**Sequential cells grouped by signal name**

Other sequential cells in the stronger gray, the rest of the logic in the fainter gray.
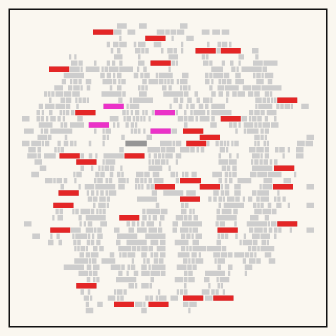
**Placement by cell class**

Bar = 50 um.
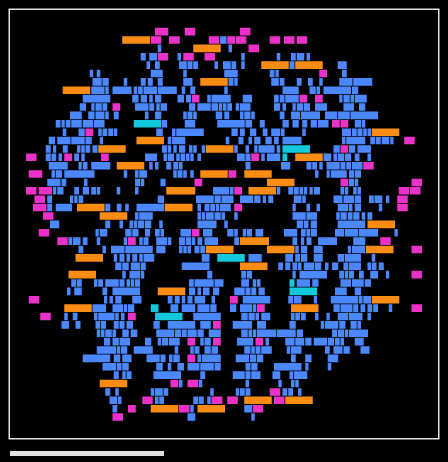
**Clock wires, drivers and flops**

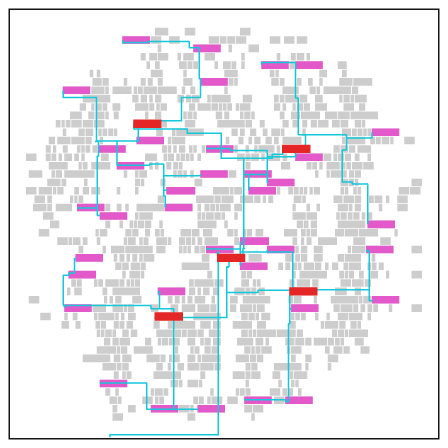
### src/rtl/radix5_digit_serializer_pkg.sv
// Shared constants and types for the radix-5 digit serializer.
//   X_W     : dividend width, fixed at 32 by the divide-by-5 core
//   Q_W     : quotient width produced by the divide-by-5 core
//   DIG_W   : width of one base-5 digit (0..4)
//   MAX_DIG : maximum digits per word (5^14 > 2^32-1)
//   IDX_W   : width of the digit index
package radix5_digit_serializer_pkg;

    localparam int unsigned X_W     = 32;
    localparam int unsigned Q_W     = 30;
    localparam int unsigned DIG_W   = 3;
    localparam int unsigned MAX_DIG = 14;
    localparam int unsigned IDX_W   = 4;

    typedef enum logic {
        ST_IDLE = 1'b0,
        ST_RUN  = 1'b1
    } state_e;

    // One emitted digit as seen on the output stream.
    typedef struct packed {
        logic [DIG_W-1:0] dig;
        logic [IDX_W-1:0] idx;
        logic             last;
    } digit_t;

endpackage

### src/rtl/radix5_digit_serializer_if.sv
// Word-in / digit-out stream bundle for the radix-5 serializer.
//   in_valid/in_ready/in_x             : 32-bit word input stream
//   dig_valid/dig_ready/dig/dig_idx/dig_last : digit output stream
// slave  = serializer side, master = source/sink side.
interface radix5_digit_serializer_if;
    import radix5_digit_serializer_pkg::*;

    logic             in_valid;
    logic             in_ready;
    logic [X_W-1:0]   in_x;
    logic             dig_valid;
    logic             dig_ready;
    logic [DIG_W-1:0] dig;
    logic [IDX_W-1:0] dig_idx;
    logic             dig_last;

    modport slave (
        input  in_valid, in_x, dig_ready,
        output in_ready, dig_valid, dig, dig_idx, dig_last
    );

    modport master (
        output in_valid, in_x, dig_ready,
        input  in_ready, dig_valid, dig, dig_idx, dig_last
    );

endinterface

### src/rtl/radix5_digit_serializer_div.sv
// div_32_5: combinational unsigned divide of a 32-bit word by the constant 5.
//   i_x [31:0] : dividend
//   o_q [29:0] : quotient (2^32/5 < 2^30, so 30 bits suffice)
//   o_r [2:0]  : remainder 0..4
module div_32_5
    import radix5_digit_serializer_pkg::*;
(
    input  logic [X_W-1:0]   i_x,
    output logic [Q_W-1:0]   o_q,
    output logic [DIG_W-1:0] o_r
);

    logic [DIG_W:0]   w_t;
    logic [DIG_W-1:0] w_rem;

    // Restoring long division, one dividend bit per step. The top two bits
    // can never reach 5, so they seed the partial remainder directly.
    always_comb begin
        o_q   = '0;
        w_t   = '0;
        w_rem = {1'b0, i_x[X_W-1 -: 2]};
        for (int i = Q_W - 1; i >= 0; i--) begin
            w_t = {w_rem, i_x[i]};
            if (w_t >= 4'd5) begin
                o_q[i] = 1'b1;
                w_rem  = DIG_W'(w_t - 4'd5);
            end else begin
                o_q[i] = 1'b0;
                w_rem  = w_t[DIG_W-1:0];
            end
        end
        o_r = w_rem;
    end

endmodule

### src/rtl/radix5_digit_serializer.sv
// radix5_digit_serializer: emits the base-5 digits of a 32-bit word, LSD first,
// one digit per clock while the sink is ready. The divide-by-5 core is fed
// from the work register; its remainder is the current digit and its
// quotient becomes the next work value.
//   clk, rst_n : clock, asynchronous active-low reset
//   s_if       : stream bundle (slave modport) - word in, digit out
//   busy       : a word is in progress
// Build option: define RADIX5_SER_BACK2BACK_EN to accept the next word on the
// last-digit handshake (removes the idle cycle between words; in_ready then
// depends combinationally on dig_ready).
module radix5_digit_serializer
    import radix5_digit_serializer_pkg::*;
(
    input  logic                      clk,
    input  logic                      rst_n,
    radix5_digit_serializer_if.slave  s_if,
    output logic                      busy
);

    state_e           r_state;
    state_e           w_state_nxt;
    logic [X_W-1:0]   r_work;
    logic [X_W-1:0]   w_work_nxt;
    logic [IDX_W-1:0] r_idx;
    logic [IDX_W-1:0] w_idx_nxt;

    logic [Q_W-1:0]   w_q;
    logic [DIG_W-1:0] w_r;
    logic             w_dig_valid;
    logic             w_last;
    logic             w_dig_hs;
    logic             w_in_ready;
    logic             w_accept;

    div_32_5 u_div (
        .i_x (r_work),
        .o_q (w_q),
        .o_r (w_r)
    );

    // State and datapath registers.
    always_ff @(posedge clk or negedge rst_n) begin
        if (!rst_n) begin
            r_state <= ST_IDLE;
            r_work  <= '0;
            r_idx   <= '0;
        end else begin
            r_state <= w_state_nxt;
            r_work  <= w_work_nxt;
            r_idx   <= w_idx_nxt;
        end
    end

    // Next-state, handshake and datapath update.
    always_comb begin
        w_state_nxt = r_state;
        w_work_nxt  = r_work;
        w_idx_nxt   = r_idx;

        w_dig_valid = (r_state == ST_RUN);
        w_last      = w_dig_valid && (w_q == '0);
        w_dig_hs    = w_dig_valid && s_if.dig_ready;
`ifdef RADIX5_SER_BACK2BACK_EN
        w_in_ready  = (r_state == ST_IDLE) || (w_dig_hs && w_last);
`else
        w_in_ready  = (r_state == ST_IDLE);
`endif
        w_accept    = s_if.in_valid && w_in_ready;

        case (r_state)
            ST_IDLE: begin
                if (w_accept) begin
                    w_work_nxt  = s_if.in_x;
                    w_idx_nxt   = '0;
                    w_state_nxt = ST_RUN;
                end
            end
            ST_RUN: begin
                if (w_dig_hs) begin
                    if (!w_last) begin
                        w_work_nxt = X_W'(w_q);
                        w_idx_nxt  = r_idx + IDX_W'(1);
                    end else if (w_accept) begin
                        // Back-to-back word: reload and keep running.
                        w_work_nxt = s_if.in_x;
                        w_idx_nxt  = '0;
                    end else begin
                        w_state_nxt = ST_IDLE;
                    end
                end
            end
            default: w_state_nxt = ST_IDLE;
        endcase
    end

    // Digit fields are forced to zero outside RUN so idle outputs stay quiet.
    assign s_if.in_ready  = w_in_ready;
    assign s_if.dig_valid = w_dig_valid;
    assign s_if.dig       = w_dig_valid ? w_r : '0;
    assign s_if.dig_idx   = w_dig_valid ? r_idx : '0;
    assign s_if.dig_last  = w_last;
    assign busy           = (r_state == ST_RUN);

endmodule

### src/flat_wrapper.sv
// flat-port wrapper written by rule: the top's interface ports become plain ports
module radix5_digit_serializer_flat import radix5_digit_serializer_pkg::*;
  (clk, rst_n, busy, s_if_in_valid, s_if_in_x, s_if_dig_ready, s_if_in_ready, s_if_dig_valid, s_if_dig, s_if_dig_idx, s_if_dig_last);
  radix5_digit_serializer_if s_if_i ();
  input  logic clk;
  input  logic rst_n;
  output logic busy;
  input wire logic [$bits(s_if_i.in_valid)-1:0] s_if_in_valid;
  input wire logic [$bits(s_if_i.in_x)-1:0] s_if_in_x;
  input wire logic [$bits(s_if_i.dig_ready)-1:0] s_if_dig_ready;
  output wire logic [$bits(s_if_i.in_ready)-1:0] s_if_in_ready;
  output wire logic [$bits(s_if_i.dig_valid)-1:0] s_if_dig_valid;
  output wire logic [$bits(s_if_i.dig)-1:0] s_if_dig;
  output wire logic [$bits(s_if_i.dig_idx)-1:0] s_if_dig_idx;
  output wire logic [$bits(s_if_i.dig_last)-1:0] s_if_dig_last;
  assign s_if_i.in_valid = s_if_in_valid;
  assign s_if_i.in_x = s_if_in_x;
  assign s_if_i.dig_ready = s_if_dig_ready;
  assign s_if_in_ready = s_if_i.in_ready;
  assign s_if_dig_valid = s_if_i.dig_valid;
  assign s_if_dig = s_if_i.dig;
  assign s_if_dig_idx = s_if_i.dig_idx;
  assign s_if_dig_last = s_if_i.dig_last;
  radix5_digit_serializer u_core (.clk(clk), .rst_n(rst_n), .s_if(s_if_i), .busy(busy));
endmodule
### config.mk
export PLATFORM = sky130hd
export DESIGN_NAME = radix5_digit_serializer_flat
export DESIGN_NICKNAME = d
export VERILOG_FILES = /design/src/rtl/radix5_digit_serializer_pkg.sv /design/src/rtl/radix5_digit_serializer_if.sv /design/src/rtl/radix5_digit_serializer_div.sv /design/src/rtl/radix5_digit_serializer.sv /design/src/flat_wrapper.sv
export SDC_FILE = /design/constraint.sdc
export NUM_CORES = 1
export LEC_CHECK = 0
export ABC_AREA = 1
export CAP_MARGIN = 20
export CORE_MARGIN = 5
export CORE_UTILIZATION = 32
export DETAILED_ROUTE_END_ITERATION = 10
export PLACE_DENSITY_LB_ADDON = 0.15
export SETUP_SLACK_MARGIN = 0.1
export SLEW_MARGIN = 20
export SYNTH_ARGS = -nofsm -noshare
export SYNTH_HDL_FRONTEND = slang
export SYNTH_SLANG_ARGS = --single-unit
### constraint.sdc
create_clock -name clk -period 29.4 [get_ports clk]
set_clock_uncertainty 0.05 [all_clocks]
set_input_delay 2.94 -clock clk [delete_from_list [all_inputs] [get_ports clk]]
set_output_delay 2.94 -clock clk [all_outputs]
set_load 0.005 [all_outputs]
==> qor.yml <==
status: "finished clean"
worstHoldStart: "u_core.r_idx[3]$_DFFE_PN0P_"
r2r-end: "u_core.r_work[2]$_DFFE_PN0P_"
fin_util_pct: 41.4
routed_wl_um: 14300
first_pass_iters: 4
wl_met2_um: 6860
n_fill_cell: 1704
hold_path.class: "flip-flop to flip-flop"
setup_tns_ns: 0
compound_area_share_pct: 18.3
largest_cell_class: "combinational gates"
syn_area_um2: 5320
met2_usage_pct: 23.9
syn_to_final_growth_pct: 28.2
flop_cell: "dfrtp_1"
synth_stat.cells: 757
period_minus_slack_ns: 27.77
xor_area_share_pct: 0.165
pre_cts_ws_ns: -0.104
layout.area.comb_um2: 4450
yosysChipArea_um2: 5320
layout.nonclk_buf_share_pct: 10.1
hold_violations: 0
synth-edff-count: 0
grt_pass1_vias: 5094
n_clock_buffer: 5
cts_resized: 27
fin_crit_sh_pct: 94.5
drive_above_1_share_pct: 33.7
top_cells_by_count: "122 x nand2_1, 88 x inv_1, 69 x nand3_1, 61 x ha_1"
io_buffers: 46
synth_flops: 37
whs_path_depth: 3
## Picture notes: 'sequential cells grouped by signal name'
Key: `u_core.r_idx` = magenta [sequential cells 4]; `u_core.r_work` = red [sequential cells 32, where spread over the die]
Another 1 sequential cells are not colored.

## Picture notes: 'placement by cell class'
Key: flip-flops = orange [cells 37, share of their area 14%]; other buffers and delay cells = magenta [cells 75, share of their area 10%]; clock drivers and dummy loads = cyan [cells 8, share of their area 2.2%]; all other logic = blue [cells 697, share of their area 73%]
sequential cell area share: 13.6%
Core Area: 16,500 um^2
row count: 47
Design Area, Final: 6820 um^2

## Picture notes: 'clock wires, drivers and flops'
Key: flip-flops = magenta [count 37]; clock wires = cyan [length 899 um]; cells driving clock nets = red [count 5]
There are 6 routed clock nets.

==> state kept, by name (all words and copies together) (netlist names) <==
register	cells
u_core.busy	1
u_core.r_work	32
u_core.r_idx	4
==> worst register-to-register path, delay by kind of cell (launching register included) <==
| family | cells | cell delay [ns] |
|---|---|---|
| DFF | 1 | 0.37 |
| xor gates and xnor gates | 1 | 0.17 |
| and+or+nand+nor | 145 | 17.38 |
| AOI/OAI and AO/OA | 1 | 0.10 |
| adders and majority gates | 30 | 5.50 |
| buffers and inverters | 17 | 1.12 |
